--- config.mk ---
export PLATFORM = sky130hd
export DESIGN_NAME = country_car_sensor
export DESIGN_NICKNAME = d
export VERILOG_FILES = /design/src/rtl/traffic_pkg.sv /design/src/rtl/loop_debounce.sv /design/src/rtl/country_car_sensor.sv
export SDC_FILE = /design/constraint.sdc
export NUM_CORES = 1
export LEC_CHECK = 0
export CAP_MARGIN = 15
export CORE_ASPECT_RATIO = 0.8
export CORE_MARGIN = 4
export CORE_UTILIZATION = 37
export CTS_CLUSTER_DIAMETER = 40
export DETAILED_ROUTE_END_ITERATION = 6
export SYNTH_ARGS = -nofsm -noshare
export SYNTH_HDL_FRONTEND = slang
export SYNTH_SLANG_ARGS = --single-unit
--- constraint.sdc ---
create_clock -name CLOCK -period 3.2 [get_ports CLOCK]
set_input_delay 0.64 -clock CLOCK [delete_from_list [all_inputs] [get_ports CLOCK]]
set_output_delay 0.64 -clock CLOCK [all_outputs]
set_load 0.01 [all_outputs]
--- src/rtl/traffic_pkg.sv ---
// ---------------------------------------------------------------------------
// traffic_pkg
// Shared definitions for the country-road intersection blocks.
//   - Country signal encodings (same values sig_control drives on CNTRY_SIG)
//   - Debounce FSM state enum used by loop_debounce
//   - TRUE/FALSE single-bit constants
// ---------------------------------------------------------------------------
package traffic_pkg;

  // Signal encodings on the 2-bit country signal bus; 3 is unused.
  localparam logic [1:0] RED    = 2'd0;
  localparam logic [1:0] YELLOW = 2'd1;
  localparam logic [1:0] GREEN  = 2'd2;

  localparam logic TRUE  = 1'b1;
  localparam logic FALSE = 1'b0;

  // Accepted-level states of the loop detector debouncer.
  typedef enum logic [1:0] {
    DB_LOW      = 2'd0,
    DB_CHK_HIGH = 2'd1,
    DB_HIGH     = 2'd2,
    DB_CHK_LOW  = 2'd3
  } debounceState_t;

endpackage

--- src/rtl/loop_debounce.sv ---
// ---------------------------------------------------------------------------
// loop_debounce
// Synchronizes the raw loop-detector level into the clock domain and
// debounces it. A single-cycle arrive pulse marks each accepted rising level.
// Ports:
//   clk_i      system clock
//   reset_i    synchronous active-high reset
//   loopRaw_i  asynchronous, possibly bouncing detector level
//   arrive_o   registered one-cycle pulse per accepted car arrival
// ---------------------------------------------------------------------------
module loop_debounce
  import traffic_pkg::*;
#(
  parameter int DEBOUNCE_CYCLES = 3
) (
  input  logic clk_i,
  input  logic reset_i,
  input  logic loopRaw_i,
  output logic arrive_o
);

  localparam logic [3:0] DEB_LIMIT = 4'(DEBOUNCE_CYCLES);

  logic           sync1_q;
  logic           sync2_q;
  logic           loopS;
  logic [3:0]     stable_q;
  logic [3:0]     stableInc;
  logic           arrive_q;
  debounceState_t state_q;

  // Two-flop synchronizer guarding against metastability on the raw input.
  always_ff @(posedge clk_i) begin
    if (reset_i) begin
      sync1_q <= FALSE;
      sync2_q <= FALSE;
    end else begin
      sync1_q <= loopRaw_i;
      sync2_q <= sync1_q;
    end
  end

  assign loopS     = sync2_q;
  assign stableInc = stable_q + 4'd1;

  // Debounce FSM. stable_q counts consecutive samples at the candidate level;
  // the transition happens on the sample that makes the run DEBOUNCE_CYCLES
  // long, so with a limit of 1 the first differing sample commits directly.
  always_ff @(posedge clk_i) begin
    if (reset_i) begin
      state_q  <= DB_LOW;
      stable_q <= 4'd0;
      arrive_q <= FALSE;
    end else begin
      arrive_q <= FALSE;
      unique case (state_q)
        DB_LOW: begin
          if (loopS) begin
            if (DEB_LIMIT == 4'd1) begin
              state_q  <= DB_HIGH;
              arrive_q <= TRUE;
            end else begin
              state_q  <= DB_CHK_HIGH;
              stable_q <= 4'd1;
            end
          end
        end
        DB_CHK_HIGH: begin
          if (!loopS) begin
            state_q <= DB_LOW;
          end else if (stableInc == DEB_LIMIT) begin
            state_q  <= DB_HIGH;
            arrive_q <= TRUE;
          end else begin
            stable_q <= stableInc;
          end
        end
        DB_HIGH: begin
          if (!loopS) begin
            if (DEB_LIMIT == 4'd1) begin
              state_q <= DB_LOW;
            end else begin
              state_q  <= DB_CHK_LOW;
              stable_q <= 4'd1;
            end
          end
        end
        DB_CHK_LOW: begin
          if (loopS) begin
            state_q <= DB_HIGH;
          end else if (stableInc == DEB_LIMIT) begin
            state_q <= DB_LOW;
          end else begin
            stable_q <= stableInc;
          end
        end
        default: state_q <= DB_LOW;
      endcase
    end
  end

  assign arrive_o = arrive_q;

endmodule

--- src/rtl/country_car_sensor.sv ---
// ---------------------------------------------------------------------------
// country_car_sensor
// Produces CAR_ON_CNTRY_RD for sig_control: counts debounced car arrivals on
// the country road and retires one car every DEPART_CYCLES green cycles.
// Ports:
//   CLOCK            system clock
//   CLEAR            synchronous active-high reset
//   LOOP_RAW         raw loop-detector level (asynchronous)
//   CNTRY_SIG        country signal from sig_control (RED/YELLOW/GREEN)
//   CAR_ON_CNTRY_RD  registered, high while the queue is non-empty
//   CAR_COUNT        number of queued cars
//   OVERFLOW         sticky flag, arrival seen while the queue was full
// ---------------------------------------------------------------------------
module country_car_sensor
  import traffic_pkg::*;
#(
  parameter int DEBOUNCE_CYCLES = 3,
  parameter int DEPART_CYCLES   = 2,
  parameter int CNT_W           = 4
) (
  input  logic             CLOCK,
  input  logic             CLEAR,
  input  logic             LOOP_RAW,
  input  logic [1:0]       CNTRY_SIG,
  output logic             CAR_ON_CNTRY_RD,
  output logic [CNT_W-1:0] CAR_COUNT,
  output logic             OVERFLOW
);

  localparam logic [3:0]       DEPART_LAST = 4'(DEPART_CYCLES - 1);
  localparam logic [CNT_W-1:0] CNT_MAX     = {CNT_W{1'b1}};
  localparam logic [CNT_W-1:0] CNT_ONE     = {{(CNT_W-1){1'b0}}, 1'b1};

  logic             arrive;
  logic             depart;
  logic             timerRun;
  logic [3:0]       departTimer_q, departTimer_d;
  logic [CNT_W-1:0] carCount_q, carCount_d;
  logic             carOn_q;
  logic             overflow_q, overflow_d;

  loop_debounce #(
    .DEBOUNCE_CYCLES(DEBOUNCE_CYCLES)
  ) uDebounce (
    .clk_i     (CLOCK),
    .reset_i   (CLEAR),
    .loopRaw_i (LOOP_RAW),
    .arrive_o  (arrive)
  );

  // The departure timer only advances while green with cars waiting, so the
  // queue can never be decremented below zero. Any other condition discards
  // partial progress toward the next departure.
  always_comb begin
    timerRun      = (CNTRY_SIG == GREEN) && (carCount_q != '0);
    depart        = timerRun && (departTimer_q == DEPART_LAST);
    departTimer_d = 4'd0;
    if (timerRun && !depart) begin
      departTimer_d = departTimer_q + 4'd1;
    end
  end

  // Queue update: simultaneous arrive and depart cancel out; an arrival on a
  // full queue saturates and latches the sticky overflow flag.
  always_comb begin
    carCount_d = carCount_q;
    overflow_d = overflow_q;
    if (arrive && !depart) begin
      if (carCount_q == CNT_MAX) begin
        overflow_d = TRUE;
      end else begin
        carCount_d = carCount_q + CNT_ONE;
      end
    end else if (depart && !arrive) begin
      carCount_d = carCount_q - CNT_ONE;
    end
  end

  // State registers; the car-present flag is taken from the next count so it
  // moves on the same edge as CAR_COUNT.
  always_ff @(posedge CLOCK) begin
    if (CLEAR) begin
      departTimer_q <= 4'd0;
      carCount_q    <= '0;
      carOn_q       <= FALSE;
      overflow_q    <= FALSE;
    end else begin
      departTimer_q <= departTimer_d;
      carCount_q    <= carCount_d;
      carOn_q       <= (carCount_d != '0);
      overflow_q    <= overflow_d;
    end
  end

  assign CAR_COUNT       = carCount_q;
  assign CAR_ON_CNTRY_RD = carOn_q;
  assign OVERFLOW        = overflow_q;

endmodule

M3 wires:
Drawn at 8 px/um.
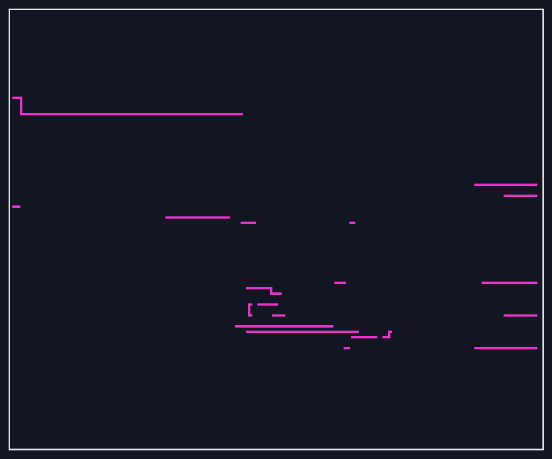
wire length on this layer: 113 um
main direction: horizontal
nets with wire on the layer: 17
share of all routed wire: 5.3%
longest straight run: 27.6 um

Drive-strength map:
Drawn at 8 px/um.
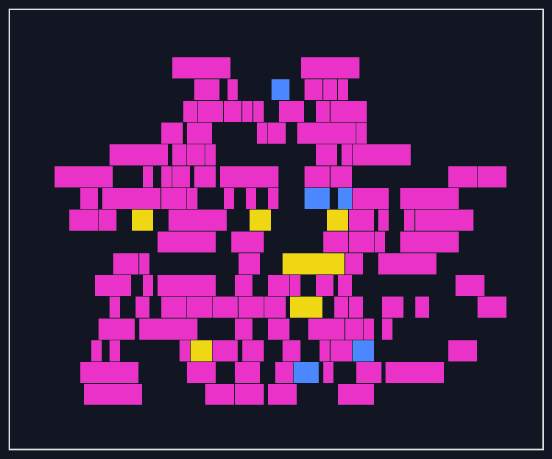
legend:
  yellow:
    size: drive 3 to 4
    cells: 6
    most_used: clkbuf_4
  blue:
    size: drive 2
    cells: 5
  magenta:
    size: drive 1 or less
    cells: 115
    most_used: dfxtp_1
Layout Area Growth over Synthesis: 16.28%
setup slack of the critical path after layout: 934.9 ps
buffers outside the clock class: 11
design area: 0.001180 mm^2

Clock wires, drivers and flops:
Drawn at 6 px/um.
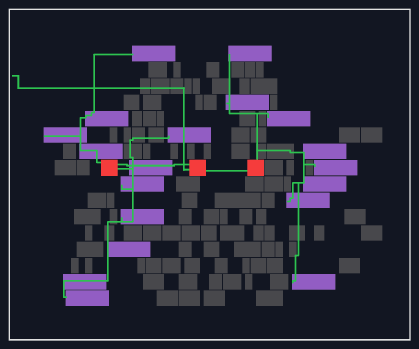
legend:
  purple:
    item: flip-flops
    count: 19
  green:
    item: clock wires
    length: 224 um
  red:
    item: cells driving clock nets
    count: 3
routed clock nets: 4
clock latency of the later-clocked register in the worst-skew pair: 290 ps
Clock power frac: 0.314
Power Clock: 118 uW
worst-case clock skew: 3.978 ps

==> flow report <==
PLACE
--------------------------------------------------------------------------------------------
Placed Instance Area .......................................................... 0.001152 mm^2
Count of input and output buffers .............................................           10
Placed cell count .............................................................          158

WORST SETUP PATH
--------------------------------------------------------------------------------------------
Startpoint Class ..............................................................    flip-flop
Setup slack of the worst register-to-register path ............................       930 ps
Series of cell instances along the critical path .............................. inv_1, ha_1, nor3b_1, o31ai_1, o21ai_0, xnor2_1, o2111ai_1
Buf/Inv on CP .................................................................            1
Dominant delay contributor by cell family on the critical path ................ AND-OR/OR-AND gates
Startpoint of the worst-slack reg-to-reg timing path .......................... CAR_COUNT[0]$_SDFF_PP0_
Crit. End Element .............................................................    flip-flop
Terminus of the critical flop-to-flop path .................................... CAR_ON_CNTRY_RD$_SDFF_PP0_
Worst setup path class ........................................................ flip-flop to flip-flop

FINISH
--------------------------------------------------------------------------------------------
Number of filler cells placed in the layout ...................................          279
Multi-input gate area in the final layout .....................................   578.1 um^2
Number of inserted diodes .....................................................            0
Final cell count without fillers ..............................................          162
Final nets ....................................................................          138

MIN PATH
--------------------------------------------------------------------------------------------
Worst-case hold path end point ................................................ uDebounce.loopS$_SDFF_PP0_
Hold path startpoint .......................................................... uDebounce.sync1_q$_SDFF_PP0_
Worst Hold Class .............................................................. flip-flop to flip-flop

FINAL TIMING
--------------------------------------------------------------------------------------------
Relative max-transition margin ................................................       0.4993
Min cycle time layout .........................................................      2265 ps
Final Max Slew Viols ..........................................................            0
Setup repair after global routing missed its margin ...........................        false
Maximum clock frequency .......................................................    441.5 MHz
Worst Tran Pin Value ..........................................................     740.6 ps
Final Hold Vio Count ..........................................................            0

JOB
--------------------------------------------------------------------------------------------
Number of warnings in the stage logs ..........................................           29

YOSYS
--------------------------------------------------------------------------------------------
Leading post-synthesis cells by instance count ................................ dfxtp_1, nor2_1, inv_1
Number of distinct library cells after synthesis ..............................           41
Number of cell instances after yosys synthesis ................................          113
Most instantiated flip-flop cell in the synthesis netlist .....................      dfxtp_1
Proportion of register bits with asynchronous set or reset after synthesis ....            0
Cell type with the highest aggregate area in the netlist ......................      dfxtp_1
Average size of a mapped cell .................................................   8.980 um^2
Yosys-reported design area after synthesis .................................... 0.001015 mm^2
Netlist Area Pre-Place ........................................................ 0.001015 mm^2
Top cell area share ...........................................................       0.3748
Warning count from the yosys run ..............................................            0
Compound Share, Synth .........................................................       0.2207
Basic-gate share of the synthesized area counting and, or, nand and nor cells .       0.2404
Number of instances in the synthesized netlist ................................          113

FLOORPLANNING
--------------------------------------------------------------------------------------------
Init Core Util ................................................................       0.4023
Placement Rows ................................................................           16
Die boundary height ...........................................................     54.84 um
Horizontal die size ...........................................................     66.55 um
Boundary pin count ............................................................           11
Chip footprint ................................................................ 0.003650 mm^2

ROUTE
--------------------------------------------------------------------------------------------
Via-to-Cell Ratio .............................................................        5.556
Routed length per placed instance .............................................     13.03 um
Remaining antenna violation count .............................................            0
Initial DRC count .............................................................           22
Count of TritonRoute iterations in the first routing pass .....................            4

CLOCK NETWORK
--------------------------------------------------------------------------------------------
Root Buffer ...................................................................     clkbuf_4
CTS Sinks .....................................................................           19
Num CTS Buffers ...............................................................            3
Cells resized by post-CTS repair ..............................................            0
Clock-pin slew of the registers on the worst-case setup and hold paths ........       110 ps

POWER
--------------------------------------------------------------------------------------------
Worst vdd ir ..................................................................    0.2657 mV
Leak pwr ......................................................................    0.4209 nW
Power density of the placed cells ............................................. 319.1 mW/mm^2
Sw Ratio ......................................................................       0.2206
Design internal power .........................................................     293.5 uW

GLOBAL ROUTE
--------------------------------------------------------------------------------------------
Remaining Overflow, GRT .......................................................            0
Antenna violations before repair ..............................................            0

RUN STATUS
--------------------------------------------------------------------------------------------
Outcome ....................................................................... finished, final reports clean

layout by cell type (no fill, tap or decap), types with 2 or more instances in the layout:
cell type,instances
nor2b_1,3
a31oi_1,2
or4_1,2
a211oi_1,3
clkdlybuf4s50_1,10
nand3_1,5
a21oi_1,2
xnor2_1,2
a311oi_1,2
nand2_1,4
clkbuf_4,3
o311ai_0,2
nor3b_1,2
nor2_1,13
dfxtp_1,19
nand4_1,5
inv_1,11
o31ai_1,3
xor2_1,2
o31a_1,3
ha_1,6
registers in the layout, indices dropped and copies added (netlist names), named ones only:
signal and cells:
uDebounce.stable_q 4, OVERFLOW 1, uDebounce.sync1_q 1, uDebounce.state_q 1, uDebounce.loopS 1, CAR_COUNT 4, departTimer_q 4, CAR_ON_CNTRY_RD 1
uDebounce.arrive_o 1
cell type report:
type | instances | area share
Timing Repair Buffer | 11 | 0.09120
Clock inverter | 1 | 0.004242
Tap cell | 36 | 0.03818
Clock buffer | 3 | 0.01909
Multi-Input combinational cell | 81 | 0.4899
Inverter | 11 | 0.03499
Sequential cell | 19 | 0.3224
worst reg2reg max path: stages, from the launching register on:
cell       delay, ps
dfxtp_1          490
inv_1             80
ha_1             240
nor3b_1          180
o31ai_1          560
o21ai_0          240
xnor2_1          220
o2111ai_1        130
per-stage QoR:
stage            util  setup WS, ps  power (mW)
3_5_place_dp   0.4568         689.6      0.2633
6_report       0.4678         934.9      0.3765
2_1_floorplan       -          1127      0.2543
3_3_place_gp   0.4568         731.8      0.2631
5_1_grt        0.4678         806.7      0.3960
4_1_cts        0.4678         978.1      0.3819
metal layers:
metal | vias up | share of wire | global-route usage
met5 | - | 0 | 0
met4 | 0 | 0.017 | 0.03378
met3 | 6 | 0.053 | 0.04517
met2 | 27 | 0.43 | 0.2039
met1 | 417 | 0.49 | 0.1693
li1 | 450 | - | -
power groups by stage:
stage	registers (mW)	logic [mW]	clock network, mW
6_report	0.240	0.0180	0.118
5_1_grt	0.241	0.0196	0.136
3_3_place_gp	0.246	0.0174	0
4_1_cts	0.240	0.0179	0.124
2_1_floorplan	0.245	0.00902	0
3_5_place_dp	0.246	0.0177	0
worst max-delay path by stage:
stage	startpoint	end	slack, ps
2_1_floorplan	CAR_COUNT[0]$_SDFF_PP0_	CAR_ON_CNTRY_RD$_SDFF_PP0_	1130
3_3_place_gp	CNTRY_SIG[0]	CAR_ON_CNTRY_RD$_SDFF_PP0_	730
3_5_place_dp	CNTRY_SIG[0]	CAR_ON_CNTRY_RD$_SDFF_PP0_	690
4_1_cts	CAR_COUNT[0]$_SDFF_PP0_	CAR_ON_CNTRY_RD$_SDFF_PP0_	980
5_1_grt	CAR_COUNT[0]$_SDFF_PP0_	CAR_ON_CNTRY_RD$_SDFF_PP0_	810
6_report	CAR_COUNT[0]$_SDFF_PP0_	CAR_ON_CNTRY_RD$_SDFF_PP0_	930
cell families (layout without fill, tap and decap cells):
kind of cell | count (synthesis) | count (layout)
and+or+nand+nor | 44 | 44
xor gates and xnor gates | 4 | 4
AOI/OAI and AO/OA | 27 | 27
adders and majority gates | 6 | 6
buffers and inverters | 13 | 26
DFF | 19 | 19
No activity file was given, so power comes from the tool's default toggle rates.
